<file path="src/rtl/clock_meter_pkg.sv">
// Shared types and default constants for the clock period meter.
// The state encoding is also visible on the top-level debug port.
package clock_meter_pkg;

    typedef enum logic [1:0] {
        IDLE    = 2'd0,
        ACQUIRE = 2'd1,
        MEASURE = 2'd2
    } state_t;

    localparam int          DEF_WIDTH      = 32;
    localparam int          DEF_LOCK_COUNT = 4;
    localparam int unsigned DEF_TIMEOUT    = 32'd67108864;

endpackage

</file>
<file path="src/rtl/sync_edge_detect.sv">
// Multi-flop synchronizer for an asynchronous input, followed by one delay flop.
// It flags both rising and falling edges of the synchronized level.
module sync_edge_detect #(
    parameter int SYNC_STAGES = 2
) (
    input  logic clk,
    input  logic rst_n,
    input  logic sig_in,
    output logic sig_edge,
    output logic level
);

    logic [SYNC_STAGES-1:0] sync_q;
    logic                   delay_q;

    always_ff @(posedge clk or negedge rst_n) begin
        if (!rst_n) begin
            sync_q  <= '0;
            delay_q <= 1'b0;
        end else begin
            sync_q  <= {sync_q[SYNC_STAGES-2:0], sig_in};
            delay_q <= sync_q[SYNC_STAGES-1];
        end
    end

    assign level    = sync_q[SYNC_STAGES-1];
    assign sig_edge = sync_q[SYNC_STAGES-1] ^ delay_q;

endmodule

</file>
<file path="src/rtl/clock_period_meter.sv">
// Measures the toggle interval of a slow signal and reports the divider value
// (half-period minus one), the full period, and a lock/timeout status.
module clock_period_meter
    import clock_meter_pkg::*;
#(
    parameter int          WIDTH       = DEF_WIDTH,
    parameter int          SYNC_STAGES = 2,
    parameter int          LOCK_COUNT  = DEF_LOCK_COUNT,
    parameter int unsigned TIMEOUT     = DEF_TIMEOUT
) (
    input  logic             clk,
    input  logic             rst_n,
    input  logic             enable,
    input  logic             sig_in,
    output logic [WIDTH-1:0] m_out,
    output logic [WIDTH-1:0] period_out,
    output logic             meas_valid,
    output logic             locked,
    output logic             timeout,
    output logic [1:0]       dbg_state
);

    localparam int               MW       = $clog2(LOCK_COUNT + 1);
    localparam logic [WIDTH-1:0] TO_LAST  = WIDTH'(TIMEOUT - 1);
    localparam logic [MW-1:0]    LOCK_SAT = MW'(LOCK_COUNT);
    localparam logic [MW-1:0]    LOCK_THR = MW'(LOCK_COUNT - 1);

    logic sig_edge;
    logic sig_level;

    sync_edge_detect #(
        .SYNC_STAGES(SYNC_STAGES)
    ) u_sync (
        .clk     (clk),
        .rst_n   (rst_n),
        .sig_in  (sig_in),
        .sig_edge(sig_edge),
        .level   (sig_level)
    );

    state_t           state_q, state_d;
    logic [WIDTH-1:0] cnt_q, cnt_d;
    logic [WIDTH-1:0] prev_q, prev_d;
    logic [MW-1:0]    match_q, match_d;
    logic             first_q, first_d;
    logic [WIDTH-1:0] m_q, m_d;
    logic [WIDTH-1:0] period_q, period_d;
    logic             meas_q, meas_d;
    logic             locked_q, locked_d;
    logic             timeout_q, timeout_d;
    logic [WIDTH:0]   sum;

    // cnt never exceeds TIMEOUT-1 < 2^WIDTH-1, so the extra bit holds the sum.
    assign sum = {1'b0, cnt_q} + {1'b0, prev_q} + (WIDTH+1)'(2);

    always_ff @(posedge clk or negedge rst_n) begin
        if (!rst_n) begin
            state_q   <= IDLE;
            cnt_q     <= '0;
            prev_q    <= '0;
            match_q   <= '0;
            first_q   <= 1'b0;
            m_q       <= '0;
            period_q  <= '0;
            meas_q    <= 1'b0;
            locked_q  <= 1'b0;
            timeout_q <= 1'b0;
        end else begin
            state_q   <= state_d;
            cnt_q     <= cnt_d;
            prev_q    <= prev_d;
            match_q   <= match_d;
            first_q   <= first_d;
            m_q       <= m_d;
            period_q  <= period_d;
            meas_q    <= meas_d;
            locked_q  <= locked_d;
            timeout_q <= timeout_d;
        end
    end

    always_comb begin
        state_d   = state_q;
        cnt_d     = cnt_q;
        prev_d    = prev_q;
        match_d   = match_q;
        first_d   = first_q;
        m_d       = m_q;
        period_d  = period_q;
        meas_d    = 1'b0;
        locked_d  = locked_q;
        timeout_d = timeout_q;

        if (!enable) begin
            state_d  = IDLE;
            cnt_d    = '0;
            match_d  = '0;
            locked_d = 1'b0;
        end else begin
            case (state_q)
                IDLE: begin
                    cnt_d   = '0;
                    state_d = ACQUIRE;
                end
                ACQUIRE: begin
                    cnt_d = '0;
                    if (sig_edge) begin
                        timeout_d = 1'b0;
                        first_d   = 1'b1;
                        state_d   = MEASURE;
                    end
                end
                MEASURE: begin
                    if (sig_edge) begin
                        m_d      = cnt_q;
                        period_d = sum[WIDTH] ? '1 : sum[WIDTH-1:0];
                        prev_d   = cnt_q;
                        meas_d   = 1'b1;
                        cnt_d    = '0;
                        first_d  = 1'b0;
                        // The first half-period after acquisition is only a baseline.
                        if (first_q || (cnt_q != prev_q)) begin
                            match_d = '0;
                        end else if (match_q != LOCK_SAT) begin
                            match_d = match_q + 1'b1;
                        end
                        locked_d = (match_d >= LOCK_THR);
                    end else if (cnt_q == TO_LAST) begin
                        timeout_d = 1'b1;
                        locked_d  = 1'b0;
                        match_d   = '0;
                        cnt_d     = '0;
                        state_d   = ACQUIRE;
                    end else begin
                        cnt_d = cnt_q + 1'b1;
                    end
                end
                default: state_d = IDLE;
            endcase
        end
    end

    assign m_out      = m_q;
    assign period_out = period_q;
    assign meas_valid = meas_q;
    assign locked     = locked_q;
    assign timeout    = timeout_q;
    assign dbg_state  = state_q;

endmodule

</file>
<file path="config.mk">
export PLATFORM = sky130hd
export DESIGN_NAME = clock_period_meter
export DESIGN_NICKNAME = d
export VERILOG_FILES = /design/src/rtl/clock_meter_pkg.sv /design/src/rtl/sync_edge_detect.sv /design/src/rtl/clock_period_meter.sv
export SDC_FILE = /design/constraint.sdc
export NUM_CORES = 1
export LEC_CHECK = 0
export ABC_CLOCK_PERIOD_IN_PS = 3300
export CAP_MARGIN = 20
export CORE_AREA = 2 2 118 120
export CTS_BUF_LIST = sky130_fd_sc_hd__clkbuf_4
export CTS_CLUSTER_SIZE = 8
export DETAILED_ROUTE_END_ITERATION = 10
export DIE_AREA = 0 0 120 122
export PLACE_DENSITY_LB_ADDON = 0.15
export RECOVER_POWER = 100
export SYNTH_ARGS = -nofsm -noshare
export SYNTH_HDL_FRONTEND = slang
export SYNTH_HIERARCHICAL = 1
export SYNTH_SLANG_ARGS = --single-unit
</file>
<file path="constraint.sdc">
create_clock -name clk -period 3.3 [get_ports clk]
set_input_delay 0.825 -clock clk [delete_from_list [all_inputs] [get_ports clk]]
set_output_delay 0.825 -clock clk [all_outputs]
set_load 0.03 [all_outputs]
</file>
==> flow.log, run 1 <==
[flow] final metrics
INFO  metric status = finished clean
INFO  metric synth_dominant_cell_count = sky130_fd_sc_hd__nand2_1
INFO  metric routabilityCongestion = 0.9128
INFO  metric power_report.internal_total = 0.002116 W
INFO  metric number_of_antenna_violations_at_the_first_check_in_global_routing = 0
INFO  metric sink_count_of_the_clock_tree = 108
INFO  metric cpPeakStageDelay = 430 ps
INFO  metric floorplan.core_util = 48.60%
INFO  metric worst_r2r_path_depth = 15
INFO  metric met2WireLength = 8216 µm
INFO  metric postSynthCellCount = 714
INFO  metric comb-power = 0.00111 W
INFO  metric globalRoute.totalOverflow = 0
INFO  metric design.core.area = 13500 µm²
INFO  metric p_seq_share = 49.0%
INFO  metric worst_setup_path_startpoint = cnt_q[1]$_DFFE_PN0P_
INFO  metric nClkBuffers = 9
INFO  metric finalHoldViolations = 0
INFO  metric simple_gate_share = 19.89%
INFO  metric sh_comb_area = 47.53%
INFO  metric grt_first_pass_wirelength = 27860 µm
INFO  metric route.detailed.wl_per_inst = 17.15 µm
INFO  metric firstDrtPassIters = 5
INFO  metric synth-edff-count = 0
INFO  metric die.size.x = 120 µm
INFO  metric yosysTopAreaCell = sky130_fd_sc_hd__dfrtp_1
INFO  metric die.size.y = 122 µm
INFO  metric tot_pwr = 0.003346 W
INFO  metric vias_per_cell = 5.535
INFO  metric regToRegEndpoint = period_out[31]$_DFFE_PN0P_
INFO  metric tapcell.inserted = 180
INFO  metric timing.max_cap.violations = 0
INFO  metric synth.top_cells.by_area = sky130_fd_sc_hd__dfrtp_1 41%, sky130_fd_sc_hd__ha_1 13%, sky130_fd_sc_hd__nand2_1 7.4%
INFO  metric setup.worst_path.class = reg -> reg
INFO  metric clockNetworkAreaShare = 1.388%
INFO  metric max-clock-path-buffers = 2
INFO  metric yosys_area = 6563 µm²
INFO  metric ys_async_sr_fraction = 100.0%
INFO  metric powerSeq = 0.00164 W
INFO  metric cp.depth = 15
INFO  metric reg2reg_setup_slack = 160 ps
INFO  metric wl_met1 = 7658 µm
INFO  metric top_cell_area_share = 41.18%
INFO  metric synthAdderAreaFrac = 12.89%
INFO  metric drcViolationCount = 0
INFO  metric critPathSlowestCell = sky130_fd_sc_hd__dfrtp_1
INFO  metric setup-tns-final = 0 ps
INFO  metric final_instance_count_excl_fillers = 999
INFO  metric ys_cells = 714
INFO  metric power.switching_fraction = 36.76%
INFO  metric num-multi-input-gates = 559
INFO  metric critPathArrivalTime = 3540 ps
INFO  metric detailed_place.area = 7656 µm²
### Routed metal, one color a layer, run 1

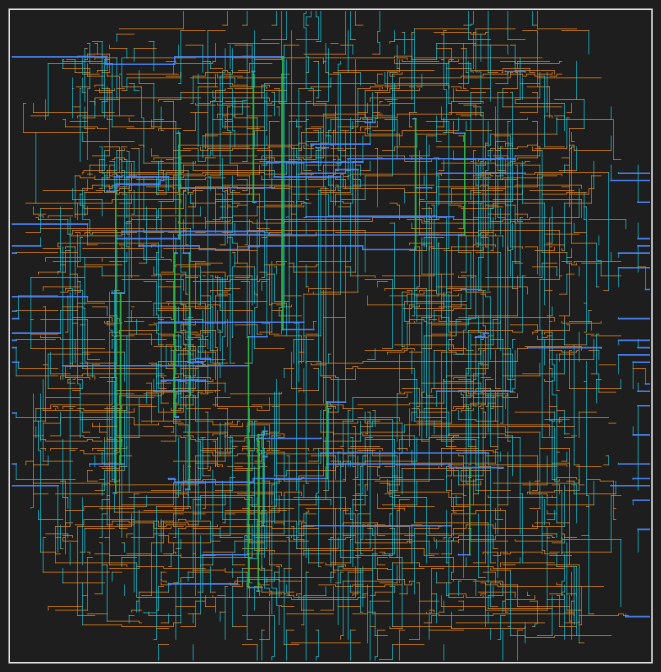
| layer | color | wire length |
|---|---|---|
| M1 | orange | 7660 µm |
| M4 | green | 426 µm |
| M3 | blue | 831 µm |
| M2 | cyan | 8220 µm |
total global routing track utilization: 24.41%
detailed-route wire length: 17130 µm
via total after detailed routing: 5529

### Cell classes on the final placement, run 1

Fill, decap, tap and diode cells in gray.
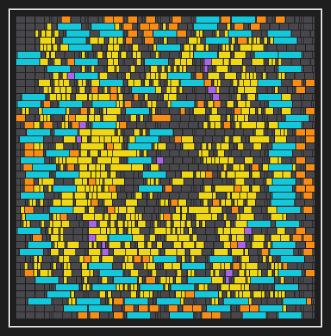
| class | color | cells | share of their area |
|---|---|---|---|
| clock drivers and dummy loads | purple | 16 | 1.4% |
| remaining buffers and delay cells | orange | 115 | 14% |
| sequential cells | cyan | 108 | 35% |
| remaining logic cells | yellow | 580 | 50% |
share of the final layout cell area in sequential cells: 34.09%
row cnt: 43
post-route standard cell area excluding fillers: 7931 µm²
final core utilization: 58.73%

### Nets reached from selected ports, run 1

The bar under the picture is 20 µm long.
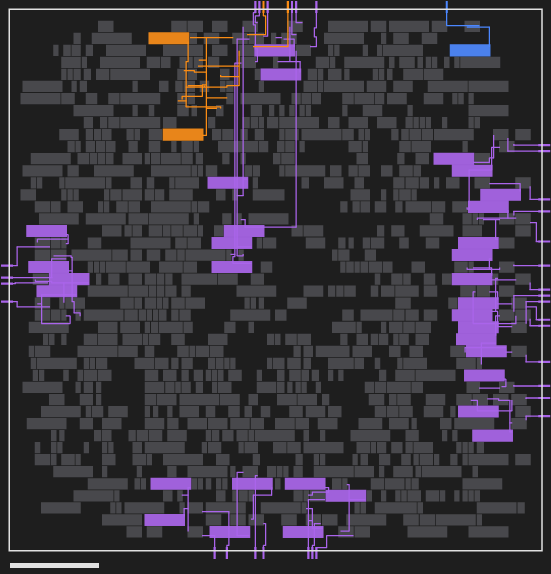
| port | color | bits | direction | edge | end cells | buffers | wire |
|---|---|---|---|---|---|---|---|
| period_out | purple | 32 | output | 15 right, 7 bottom, 6 top, 4 left | 32 | 32 | 814 µm |
| dbg_state | orange | 2 | output | top | 2 | 2 | 144 µm |
| meas_valid | blue | 1 | output | top | 1 | 1 | 20.1 µm |
number of I/O port buffers: 72
I/O pins: 73

### Placement view, run 1

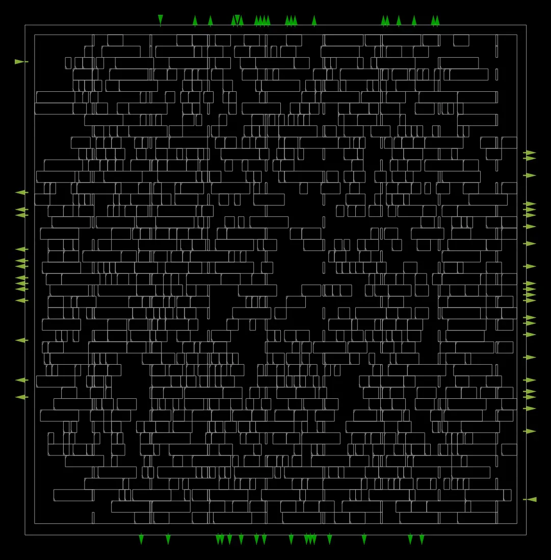

## Run 2: what changed since run 1
- CORE_AREA: 2 2 118 120 -> 2 2 136 105
- DIE_AREA: 0 0 120 122 -> 0 0 138 107
### Placement view, run 2

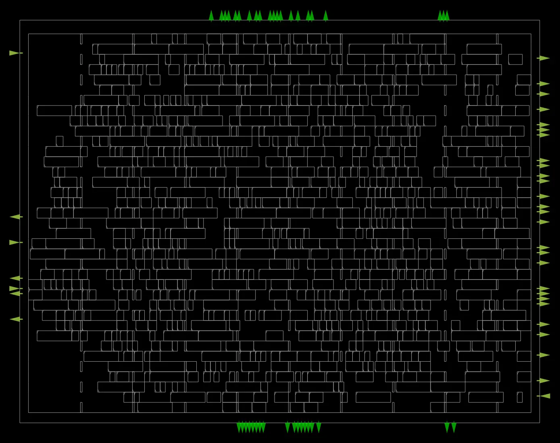
core region area: 13430 µm²
layout sequential cell count: 108

### Nets reached from selected ports, run 2

The bar under the picture is 50 µm long.
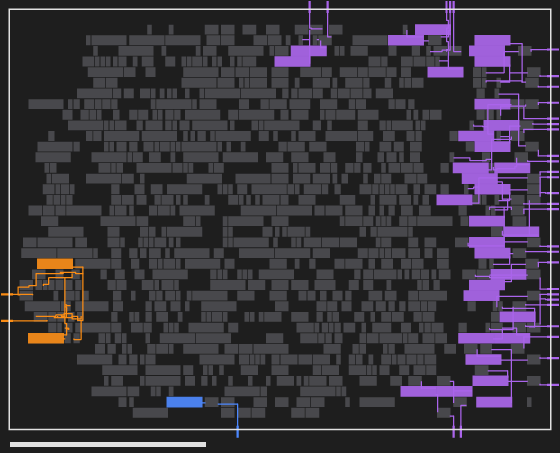
| port | color | bits | direction | edge | end cells | buffers | wire |
|---|---|---|---|---|---|---|---|
| dbg_state | orange | 2 | output | left | 2 | 2 | 120 µm |
| meas_valid | blue | 1 | output | bottom | 1 | 1 | 11.9 µm |
| period_out | purple | 32 | output | 25 right, 5 top, 2 bottom | 32 | 32 | 614 µm |

### Sizing map, run 2

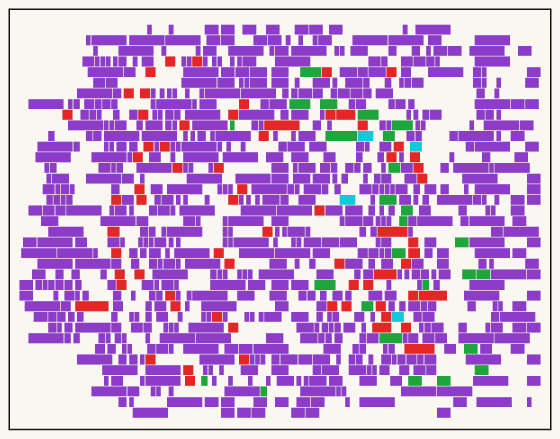
| size | color | cells | share |
|---|---|---|---|
| x2 | green | 26 | 3.1% |
| x6 and larger | cyan | 4 | 0.48% |
| x3 and x4 | red | 67 | 8.1% |
| x1 and smaller | purple | 732 | 88% |
post-route standard cell area excluding fillers: 7928 µm²
count of non-CTS buffers in the layout: 125

==> flow.log, run 2 <==
[flow] final metrics
INFO  metric num-multi-input-gates = 559 (unchanged)
INFO  metric powerSeq = 0.00163 W (about the same)
INFO  metric top_cell_area_share = 41.18% (unchanged)
INFO  metric ys_async_sr_fraction = 100.0% (unchanged)
INFO  metric top_level_ports = 73 (unchanged)
INFO  metric timing.max_cap.violations = 1 (+1)
INFO  metric worst_r2r_path_depth = 15 (unchanged)
INFO  metric regToRegEndpoint = period_out[25]$_DFFE_PN0P_
INFO  metric route.detailed.wl_per_inst = 16.99 µm (-0.92%)
INFO  metric grt_util_all_layers = 23.48% (-0.93 points)
INFO  metric postSynthCellCount = 714 (unchanged)
INFO  metric synth-edff-count = 0 (unchanged)
INFO  metric nClkBuffers = 9 (unchanged)
INFO  metric sh_comb_area = 46.75% (-0.78 points)
INFO  metric globalRoute.totalOverflow = 0 (unchanged)
INFO  metric detailed_route_wire_length = 17060 µm (-0.42%)
INFO  metric num_rows = 37 (-14%)
INFO  metric maxSlewViolCount = 35
INFO  metric drcViolationCount = 0 (unchanged)
INFO  metric routabilityCongestion = 0.9068 (-0.66%)
INFO  metric status = finished with violations
INFO  metric violations = max-capacitance violations, max-slew violations
INFO  metric sink_count_of_the_clock_tree = 108 (unchanged)
INFO  metric vias_per_cell = 5.537 (about the same)
INFO  metric synth_dominant_cell_count = sky130_fd_sc_hd__nand2_1
INFO  metric final_instance_count_excl_fillers = 1004 (+0.50%)
INFO  metric wl_met1 = 8899 µm (+16%)
INFO  metric critPathSlowestCell = sky130_fd_sc_hd__fa_2
INFO  metric met2WireLength = 7119 µm (-13%)
INFO  metric grt_first_pass_wirelength = 27620 µm (-0.84%)
INFO  metric power.switching_fraction = 37.00% (+0.24 points)
INFO  metric ys_cells = 714 (unchanged)
INFO  metric p_seq_share = 48.2% (-0.8 points)
INFO  metric die.size.x = 138 µm (+15%)
INFO  metric cpPeakStageDelay = 420 ps (about the same)
INFO  metric routed-via-count = 5559 (+0.54%)
INFO  metric synthAdderAreaFrac = 12.89% (unchanged)
INFO  metric detailed_place.area = 7742 µm² (+1.1%)
INFO  metric yosys_area = 6563 µm² (unchanged)
INFO  metric firstDrtPassIters = 6 (+1)
No activity file was given, so power comes from the tool's default toggle rates.
